**src/rtl/mem_bist_pkg.sv**
```systemverilog
// Shared types and constants for the memory BIST controller.
package mem_bist_pkg;

    // Default background pattern P; the march test also uses ~P.
    localparam logic [7:0] DEFAULT_PATTERN = 8'hAA;

    // Controller sequencing states.
    typedef enum logic [2:0] {
        ST_IDLE  = 3'd0,
        ST_W0    = 3'd1,
        ST_R0    = 3'd2,
        ST_W1    = 3'd3,
        ST_R1    = 3'd4,
        ST_FLUSH = 3'd5,
        ST_DONE  = 3'd6
    } bist_state_e;

    // The error counter is two bits wider than the address, so the
    // 2*DEPTH compares of one run can never saturate it.
    function automatic int unsigned err_cnt_w(input int unsigned addr_w);
        return addr_w + 2;
    endfunction

endpackage

```
**src/rtl/mem_bist_addr_gen.sv**
```systemverilog
// Address counter for the BIST march: load-zero, load-max, increment, decrement.
module mem_bist_addr_gen
    import mem_bist_pkg::*;
#(
    parameter int unsigned ADDR_W = 1
) (
    input  logic              clk,
    input  logic              rst,
    input  logic              ld_zero,
    input  logic              ld_max,
    input  logic              inc,
    input  logic              dec,
    output logic [ADDR_W-1:0] addr,
    output logic              at_max,
    output logic              at_zero
);

    logic [ADDR_W-1:0] addr_q;
    logic [ADDR_W-1:0] addr_d;

    // Next address; loads take priority over counting.
    always_comb begin
        addr_d = addr_q;
        if (ld_zero) begin
            addr_d = '0;
        end else if (ld_max) begin
            addr_d = '1;
        end else if (inc) begin
            addr_d = addr_q + 1'b1;
        end else if (dec) begin
            addr_d = addr_q - 1'b1;
        end
    end

    // Address register.
    always_ff @(posedge clk or posedge rst) begin
        if (rst) begin
            addr_q <= '0;
        end else begin
            addr_q <= addr_d;
        end
    end

    assign addr    = addr_q;
    assign at_max  = (addr_q == '1);
    assign at_zero = (addr_q == '0);

endmodule

```
**src/rtl/mem_bist_ctrl.sv**
```systemverilog
// March-test BIST sequencer for small register-cell RAMs:
// ascending write P; ascending read P / write ~P; descending read ~P.
module mem_bist_ctrl
    import mem_bist_pkg::*;
#(
    parameter int unsigned       ADDR_W  = 1,
    parameter int unsigned       DATA_W  = 8,
    parameter logic [DATA_W-1:0] PATTERN = DATA_W'(DEFAULT_PATTERN)
) (
    input  logic                         clk,
    input  logic                         rst,
    input  logic                         start,
    output logic                         busy,
    output logic                         done,
    output logic                         pass,
    output logic [err_cnt_w(ADDR_W)-1:0] err_count,
    output logic [ADDR_W-1:0]            fail_addr,
    output logic [DATA_W-1:0]            fail_data,
    output logic [DATA_W-1:0]            fail_exp,
    output logic                         ram_r_w,
    output logic [ADDR_W-1:0]            ram_addr,
    output logic [DATA_W-1:0]            ram_din,
    input  logic [DATA_W-1:0]            ram_dout
);

    localparam int unsigned ERR_W = err_cnt_w(ADDR_W);

    bist_state_e       state_q, state_d;
    logic              ram_r_w_q, ram_r_w_d;
    logic [DATA_W-1:0] ram_din_q, ram_din_d;
    logic              busy_q, busy_d;
    logic              done_q, done_d;
    logic              pass_q, pass_d;
    logic [ERR_W-1:0]  err_q, err_d;
    logic [ADDR_W-1:0] fail_addr_q, fail_addr_d;
    logic [DATA_W-1:0] fail_data_q, fail_data_d;
    logic [DATA_W-1:0] fail_exp_q, fail_exp_d;
    // Descending-read pipeline: sample at one edge, compare at the next.
    logic              rd_valid_q, rd_valid_d;
    logic [DATA_W-1:0] rd_data_q, rd_data_d;
    logic [ADDR_W-1:0] rd_addr_q, rd_addr_d;

    logic              ag_ld_zero, ag_ld_max, ag_inc, ag_dec;
    logic [ADDR_W-1:0] cur_addr;
    logic              at_max, at_zero;

    logic              cmp_en;
    logic [DATA_W-1:0] cmp_data, cmp_exp;
    logic [ADDR_W-1:0] cmp_addr;

    mem_bist_addr_gen #(
        .ADDR_W (ADDR_W)
    ) u_addr_gen (
        .clk     (clk),
        .rst     (rst),
        .ld_zero (ag_ld_zero),
        .ld_max  (ag_ld_max),
        .inc     (ag_inc),
        .dec     (ag_dec),
        .addr    (cur_addr),
        .at_max  (at_max),
        .at_zero (at_zero)
    );

    // Next-state, RAM command, compare and result bookkeeping.
    always_comb begin
        state_d     = state_q;
        ram_r_w_d   = 1'b0;
        ram_din_d   = '0;
        busy_d      = busy_q;
        done_d      = done_q;
        pass_d      = pass_q;
        err_d       = err_q;
        fail_addr_d = fail_addr_q;
        fail_data_d = fail_data_q;
        fail_exp_d  = fail_exp_q;
        rd_valid_d  = 1'b0;
        rd_data_d   = rd_data_q;
        rd_addr_d   = rd_addr_q;
        ag_ld_zero  = 1'b0;
        ag_ld_max   = 1'b0;
        ag_inc      = 1'b0;
        ag_dec      = 1'b0;
        cmp_en      = 1'b0;
        cmp_data    = ram_dout;
        cmp_exp     = PATTERN;
        cmp_addr    = cur_addr;

        case (state_q)
            ST_IDLE, ST_DONE: begin
                if (start) begin
                    state_d     = ST_W0;
                    ag_ld_zero  = 1'b1;
                    ram_r_w_d   = 1'b1;
                    ram_din_d   = PATTERN;
                    busy_d      = 1'b1;
                    done_d      = 1'b0;
                    pass_d      = 1'b0;
                    err_d       = '0;
                    fail_addr_d = '0;
                    fail_data_d = '0;
                    fail_exp_d  = '0;
                end
            end
            ST_W0: begin
                if (at_max) begin
                    state_d    = ST_R0;
                    ag_ld_zero = 1'b1;
                end else begin
                    ag_inc    = 1'b1;
                    ram_r_w_d = 1'b1;
                    ram_din_d = PATTERN;
                end
            end
            ST_R0: begin
                cmp_en    = 1'b1;
                state_d   = ST_W1;
                ram_r_w_d = 1'b1;
                ram_din_d = ~PATTERN;
            end
            ST_W1: begin
                if (at_max) begin
                    state_d   = ST_R1;
                    ag_ld_max = 1'b1;
                end else begin
                    state_d = ST_R0;
                    ag_inc  = 1'b1;
                end
            end
            ST_R1: begin
                cmp_en     = rd_valid_q;
                cmp_data   = rd_data_q;
                cmp_exp    = ~PATTERN;
                cmp_addr   = rd_addr_q;
                rd_valid_d = 1'b1;
                rd_data_d  = ram_dout;
                rd_addr_d  = cur_addr;
                if (at_zero) begin
                    state_d    = ST_FLUSH;
                    ag_ld_zero = 1'b1;
                end else begin
                    ag_dec = 1'b1;
                end
            end
            ST_FLUSH: begin
                cmp_en   = rd_valid_q;
                cmp_data = rd_data_q;
                cmp_exp  = ~PATTERN;
                cmp_addr = rd_addr_q;
                state_d  = ST_DONE;
                busy_d   = 1'b0;
                done_d   = 1'b1;
            end
            default: begin
                state_d = ST_IDLE;
            end
        endcase

        if (cmp_en && (cmp_data != cmp_exp)) begin
            if (err_q == '0) begin
                fail_addr_d = cmp_addr;
                fail_data_d = cmp_data;
                fail_exp_d  = cmp_exp;
            end
            if (err_q != '1) begin
                err_d = err_q + 1'b1;
            end
        end

        // Verdict includes the final compare made in this same cycle.
        if (state_q == ST_FLUSH) begin
            pass_d = (err_d == '0);
        end
    end

    // State and result registers.
    always_ff @(posedge clk or posedge rst) begin
        if (rst) begin
            state_q     <= ST_IDLE;
            ram_r_w_q   <= 1'b0;
            ram_din_q   <= '0;
            busy_q      <= 1'b0;
            done_q      <= 1'b0;
            pass_q      <= 1'b0;
            err_q       <= '0;
            fail_addr_q <= '0;
            fail_data_q <= '0;
            fail_exp_q  <= '0;
            rd_valid_q  <= 1'b0;
            rd_data_q   <= '0;
            rd_addr_q   <= '0;
        end else begin
            state_q     <= state_d;
            ram_r_w_q   <= ram_r_w_d;
            ram_din_q   <= ram_din_d;
            busy_q      <= busy_d;
            done_q      <= done_d;
            pass_q      <= pass_d;
            err_q       <= err_d;
            fail_addr_q <= fail_addr_d;
            fail_data_q <= fail_data_d;
            fail_exp_q  <= fail_exp_d;
            rd_valid_q  <= rd_valid_d;
            rd_data_q   <= rd_data_d;
            rd_addr_q   <= rd_addr_d;
        end
    end

    assign busy      = busy_q;
    assign done      = done_q;
    assign pass      = pass_q;
    assign err_count = err_q;
    assign fail_addr = fail_addr_q;
    assign fail_data = fail_data_q;
    assign fail_exp  = fail_exp_q;
    assign ram_r_w   = ram_r_w_q;
    assign ram_addr  = cur_addr;
    assign ram_din   = ram_din_q;

endmodule

```
**config.mk**
```make
export PLATFORM = sky130hd
export DESIGN_NAME = mem_bist_ctrl
export DESIGN_NICKNAME = d
export VERILOG_FILES = /design/src/rtl/mem_bist_pkg.sv /design/src/rtl/mem_bist_addr_gen.sv /design/src/rtl/mem_bist_ctrl.sv
export SDC_FILE = /design/constraint.sdc
export NUM_CORES = 1
export LEC_CHECK = 0
export ABC_AREA = 1
export CORE_AREA = 8 8 73 75
export CTS_CLUSTER_SIZE = 24
export DETAILED_ROUTE_END_ITERATION = 16
export DIE_AREA = 0 0 81 83
export MAX_ROUTING_LAYER = met4
export PLACE_DENSITY = 0.83
export SLEW_MARGIN = 40
export SYNTH_ARGS = -nofsm -noshare
export SYNTH_HDL_FRONTEND = slang
export SYNTH_SLANG_ARGS = --single-unit
```
**constraint.sdc**
```tcl
create_clock -name clk -period 2.34 [get_ports clk]
set_clock_uncertainty 0.1 [all_clocks]
set_input_delay 0.468 -clock clk [delete_from_list [all_inputs] [get_ports clk]]
set_output_delay 0.468 -clock clk [all_outputs]
set_load 0.05 [all_outputs]
```
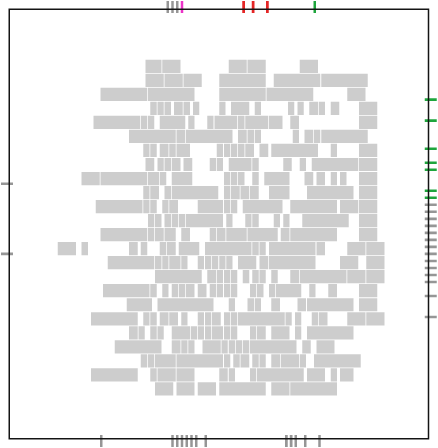
(run_1/pins.png)
Pins as bars across the die edge, other pins in grey.
colour	port	pins	direction	edge
red	`err_count`	3	output	top
green	`fail_exp`	8	output	7 right, 1 top
magenta	`pass`	1	output	top
die height: 83 µm
Die Wd: 81 µm
Buffers on Ports: 43

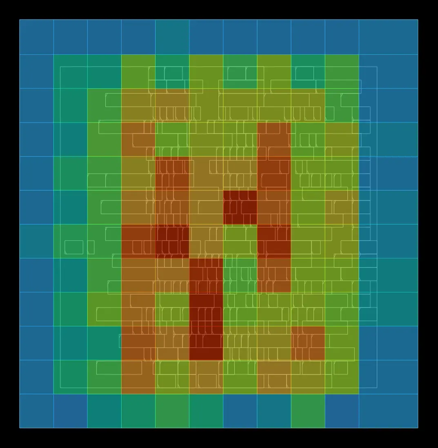
(run_1/final_congestion.png)
met3 GRT Util: 3.02%
WL/cell: 13.3 µm
Layout Utilization: 60.5%

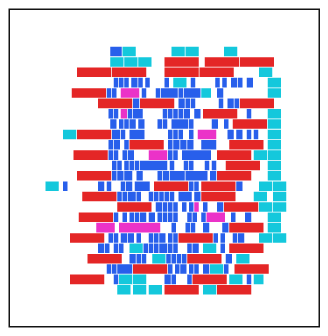
(run_1/cell_classes.png)
colour	class	cells	share of their area
blue	all other logic	195	37%
magenta	clock drivers and dummy loads	8	4.3%
cyan	other buffers and delay cells	45	18%
red	flip-flops	40	40%
flop share of the area: 39.4%
Row Count: 24

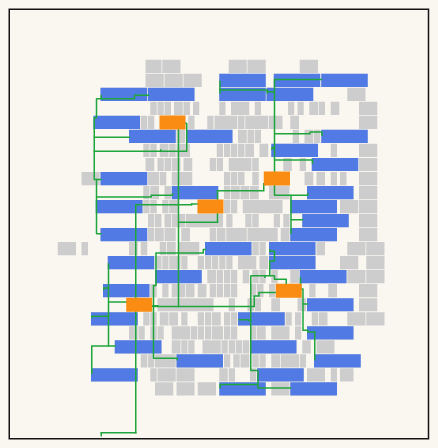
(run_1/clock_map.png)
[blue] flip-flops | count: 40
[orange] cells driving clock nets | count: 5
[green] clock wires | length: 488 µm
routed clock nets	6
P_clk: 550 µW
clock share of power: 14.2%
clk_lat worst skew: 290 ps

-- run 1: layer usage --
metal	vias up	track usage (%)	share of wire (%)
met1	778	15.5	42
met3	9	3.02	6.7
met5	-	-	0
met2	52	22.6	49
met4	0	7.80	2.5
li1	857	-	-
-- run 1: cell families after synthesis --
logic type      Yosys count
simple gates            146
compound gates           22
flops                    40
buf+inv                  35
fa+ha+maj                 3
-- run 1: cell type report --
type | instances | area, µm² | area share [%]
Timing Repair Buffer | 45 | 445 | 17.5
Clock buffer | 6 | 72.6 | 2.85
Multi-Input combinational cell | 171 | 835 | 32.8
Sequential cell | 40 | 1000 | 39.4
Clock inverter | 2 | 35.0 | 1.38
Inverter | 24 | 90.1 | 3.54
Tap cell | 52 | 65.1 | 2.56
==> metrics.yaml, run 1 <==
synth-xor-area-share_pct: 0
ios: 44
maxCapViolCount: 0
hold_buffers: 0
hp-class: "reg -> reg"
globalplace.congestion: 0.885
syn-cell-area_mm2: 0.00202
p_comb_uw: 2140
routed_wl_um: 4520
mux_area_share_pct: 0
most_common_cell: "nand2_1"
htreeDepth: 2
clockBufferDepth: 2
yosys_most_used_dff: "dfrtp_1"
synth_cell_type_count: 25
ys_cells: 246
tool_warnings: 27
grtUsageTotal_pct: 14.0
post_dp_cell_area_mm2: 0.00244
gr-total-overflow: 0
postCtsSetupBuffers: 0
finalSetupViolations: 0
ys_area_mm2: 0.00202
setup.worst_path.end: "ram_addr"
r2r_cells: 10
synth.yosys.seq_area_share_pct: 49.5
report.final.slew_viol_count: 0
lay_top_cells: "nand2_1, clkdlybuf4s50_1, dfrtp_1"
cts_made_buffers: 5
worstSetupPathType: "reg -> out"
rrSetupSlack_ps: 220
status: "completed"
core_mm2: 0.00420
antenna_cells: 0
ys_top_cells_by_count: "nand2_1, dfrtp_1, nand3_1"
fmax_ghz: 0.458
vias_per_cell: 4.99
seq_power_share_pct: 30.6
swShare_pct: 49.4
total_power_uw: 3870
post_cts_resized: 0
yosysWarnings: 0
grt_setup_unrepaired: "false"
crit_path_start: "u_addr_gen.addr$_DFFE_PP0P_"
num_vias: 1696
critical_path_cell_count: 1
critPathBufInv: 1
syn_inst: 246
finalCritPeriodShare_pct: 93.4
lay_top_count: "nand2_1"
min_from: "rd_data_q[6]$_DFFE_PP0P_"
worst_r2r_startpoint: "state_q[2]$_DFFE_PP0P_"
r2r-end: "fail_data[6]$_DFF_PP0_"
setup_ws_ps: 154
drive_gt1_share_pct: 8.68
stdcell_area_mm2: 0.00254
p_sw_uw: 1910
fill_cells: 364
cts_tree: "built"
drcViolationCount: 0
dp.final_hpwl_um: 3350
pre_cts_ws_ps: 133
whs_path_depth: 2
cts_sinks: 40
async_reset_ff_share_pct: 100
power.group.top: "combinational logic"
max_stage_delay_ps: 860
chip_area_mm2: 0.00672
min_period_ps: 2190
worstPathCellList: "clkdlybuf4s50_1"
synth.area.top_cells: "dfrtp_1, nand2_1, nand3_1"
worst_slew_pin_slew_ps: 507
whs_endpoint: "rd_data_q[6]$_DFFE_PP0P_"
fp_nets: 260
p_leak_uw: 0.00130
cp_top_family: "buffers and inverters"
grt_max_degree: 41
crit_required_ps: 1770
powerDensity_mw_per_mm2: 1520
path_max_fanout: 6
top_area_cell: "dfrtp_1"
synthTopLogicFamily: "simple AND/OR/NAND/NOR gates"
cpMaxStageDelayCell: "clkdlybuf4s50_1"
worstSetupEndpointType: "output port"
combinationalPowerShare_pct: 55.2
==> run 2, diff against run 1 <==
--- a/config.mk
+++ b/config.mk
@@ -6,12 +6,13 @@
 export NUM_CORES = 1
 export LEC_CHECK = 0
 export ABC_AREA = 1
-export CORE_AREA = 8 8 73 75
+export CORE_AREA = 8 8 77 79
 export CTS_CLUSTER_SIZE = 24
 export DETAILED_ROUTE_END_ITERATION = 16
-export DIE_AREA = 0 0 81 83
+export DIE_AREA = 0 0 85 87
 export MAX_ROUTING_LAYER = met4
-export PLACE_DENSITY = 0.83
+export PLACE_DENSITY = 0.78
+export SKIP_CTS_REPAIR_TIMING = 1
 export SLEW_MARGIN = 40
 export SYNTH_ARGS = -nofsm -noshare
 export SYNTH_HDL_FRONTEND = slang
==> constraint.sdc (replaced) <==
create_clock -name clk -period 1.9 [get_ports clk]
set_clock_uncertainty 0.1 [all_clocks]
set_input_delay 0.38 -clock clk [delete_from_list [all_inputs] [get_ports clk]]
set_output_delay 0.38 -clock clk [all_outputs]
set_load 0.05 [all_outputs]
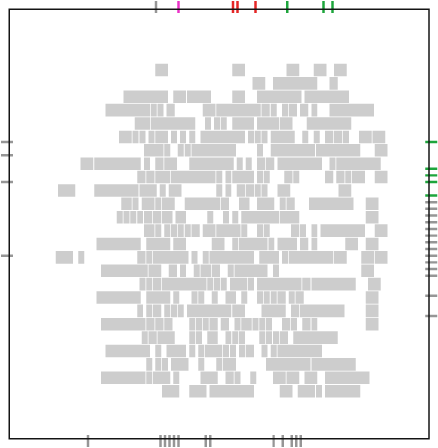
(run_2/pins.png)
Pins as bars across the die edge, other pins in grey.
colour	port	pins	direction	edge
magenta	`pass`	1	output	top
green	`fail_exp`	8	output	5 right, 3 top
red	`err_count`	3	output	top
die height: 87 µm
Die Wd: 85 µm

==> run 2 against run 1 <==
Compared with the run above: critical path depth increased by 10; sequential share of layout area fell by 1.1 points; die size up 10%; critical endpoint is now pass$_DFFE_PP0P_; largest power group unchanged.
==> metrics.yaml, run 2 <==
routed.top_layer: "met4"  # unchanged
post_dp_cell_area_mm2: 0.00245  # was 0.00244 mm²
inverters: 24  # unchanged
lay_top_cells: "nand2_1, buf_4, dfrtp_1"  # was nand2_1, clkdlybuf4s50_1, dfrtp_1
grt_busiest_layer: "met2"  # unchanged
yosysWarnings: 0  # unchanged
ys_cells: 246  # unchanged
r2r_cells: 11  # was 10
wl_met2_um: 2390  # was 2200 µm
synth.yosys.seq_area_share_pct: 49.5  # unchanged
synth_cell_type_count: 25  # unchanged
setup_ws_ps: 87.5  # was 154 ps
p_comb_uw: 2780  # was 2140 µW
use_met1_pct: 14.0  # was 15.5%
antenna_cells: 0  # unchanged
power.group.top: "combinational logic"  # unchanged
worstPathCellList: "buf_4, nand3_1, nand2_1, nor2_2, nand2_1, o21bai_4, nand2_1, nand2_1, nor2_1, nand2_1, nand2_1"  # was clkdlybuf4s50_1
area_share_nonclk_buffers_pct: 18.6  # was 17.5%
status: "completed"  # unchanged
p_leak_uw: 0.00141  # was 0.00130 µW
synthTopLogicFamily: "simple AND/OR/NAND/NOR gates"  # unchanged
use_met3_pct: 4.15  # was 3.02%
synth-xor-area-share_pct: 0  # unchanged
htreeDepth: 2  # unchanged
ys_top_cells_by_count: "nand2_1, dfrtp_1, nand3_1"  # unchanged
report.final.slew_viol_count: 0  # unchanged
vias_per_cell: 4.90  # was 4.99
tool_warnings: 28  # was 27
fin_util_pct: 54.1  # was 60.5%
finalSetupViolations: 0  # unchanged
stdcell_area_mm2: 0.00262  # was 0.00254 mm²
async_reset_ff_share_pct: 100  # unchanged
syn-cell-area_mm2: 0.00202  # unchanged
r2r-end: "pass$_DFFE_PP0P_"  # was fail_data[6]$_DFF_PP0_
maxCapViolCount: 0  # unchanged
rrSetupSlack_ps: 90  # was 220 ps
seq-cell-share_pct: 38.3  # was 39.4%
grt_max_degree: 41  # unchanged
finalCritPeriodShare_pct: 95.4
synth.area.top_cells: "dfrtp_1, nand2_1, nand3_1"  # unchanged
ios: 44  # unchanged
yosys_most_used_dff: "dfrtp_1"  # unchanged
cpMaxStageDelayCell: "dfrtp_2"  # was clkdlybuf4s50_1
min_period_ps: 1810
nWellTaps: 56  # was 52
drcViolationCount: 0  # unchanged
comb_cells: 171  # unchanged
fill_cells: 436  # was 364
ys_area_mm2: 0.00202  # unchanged
sh_comb_area_pct: 33.3  # was 32.8%
dp.final_hpwl_um: 3590  # was 3350 µm
m1WireLength_um: 1880  # was 1900 µm
clock_power_share_pct: 11.9  # was 14.2%
swShare_pct: 50.2  # was 49.4%
port-buffer-count: 43  # unchanged
grt_util_met2_pct: 22.5  # was 22.6%
worstSetupEndpointType: "register"  # was output port
buffers_excl_clock: 59  # was 45
wl_met3_um: 319  # was 303 µm
register_area_mm2: 0.00100  # about the same
cts_made_buffers: 5  # unchanged
biggestCellCategory: "flip-flops and latches"  # unchanged
critPathBufInv: 1  # unchanged
gr-total-overflow: 0  # unchanged
cp_top_family: "simple AND/OR/NAND/NOR gates"  # was buffers and inverters
grt_setup_unrepaired: "true"  # was false
clockBufferDepth: 2  # unchanged
clk_latency_ps: 290  # about the same
area_share_clock_buf_inv_pct: 3.44  # was 4.23%
comb_area_um2: 873  # was 835 µm²
total_power_uw: 4800  # was 3870 µW
combinationalPowerShare_pct: 57.9  # was 55.2%
core_mm2: 0.00485  # was 0.00420 mm²
syn_inst: 246  # unchanged
pg_clk_uw: 571  # was 550 µW
clock_buffers: 8  # was 6
top_area_cell: "dfrtp_1"  # unchanged
worst_slew_pin_slew_ps: 219  # was 507 ps
worst_r2r_startpoint: "state_q[2]$_DFFE_PP0P_"  # unchanged
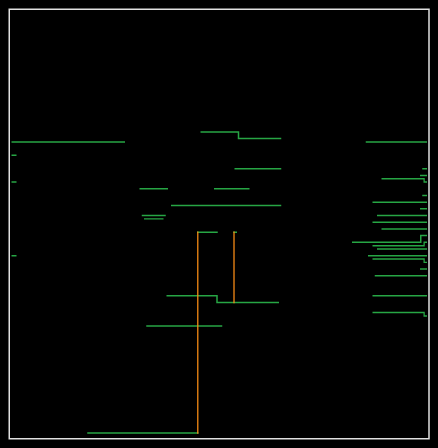
(run_2/metal_stack.png)
Only two layers are drawn.
colour	layer	wire length
green	met3	320 µm
orange	met4	55.1 µm
WL/cell: 13.0 µm
vias after detailed routing: 1753
DRT Wirelength: 4650 µm
gr usage total: 13.3%

[run 2: netlist changes by cell type in the layout (fill, tap and decap cells not counted), moves of 3 or more]
| cell | change |
|---|---|
| buf_4 | +44 |
| clkdlybuf4s50_1 | -33 |
| nor2_1 | -3 |
| nor2_2 | +3 |
[run 2: worst max path at each step]
stage / cells after the start / start / endpoint
after global placement: 12 / ram_dout[3] / pass$_DFFE_PP0P_
after detailed placement: 11 / ram_dout[4] / pass$_DFFE_PP0P_
after floorplan: 11 / state_q[1]$_DFFE_PP0P_ / fail_data[1]$_DFF_PP0_
after CTS: 12 / state_q[1]$_DFFE_PP0P_ / pass$_DFFE_PP0P_
final: 11 / state_q[2]$_DFFE_PP0P_ / pass$_DFFE_PP0P_
after global routing: 11 / state_q[2]$_DFFE_PP0P_ / pass$_DFFE_PP0P_
Power figures rest on the tool's default switching activity, not on a simulated workload.
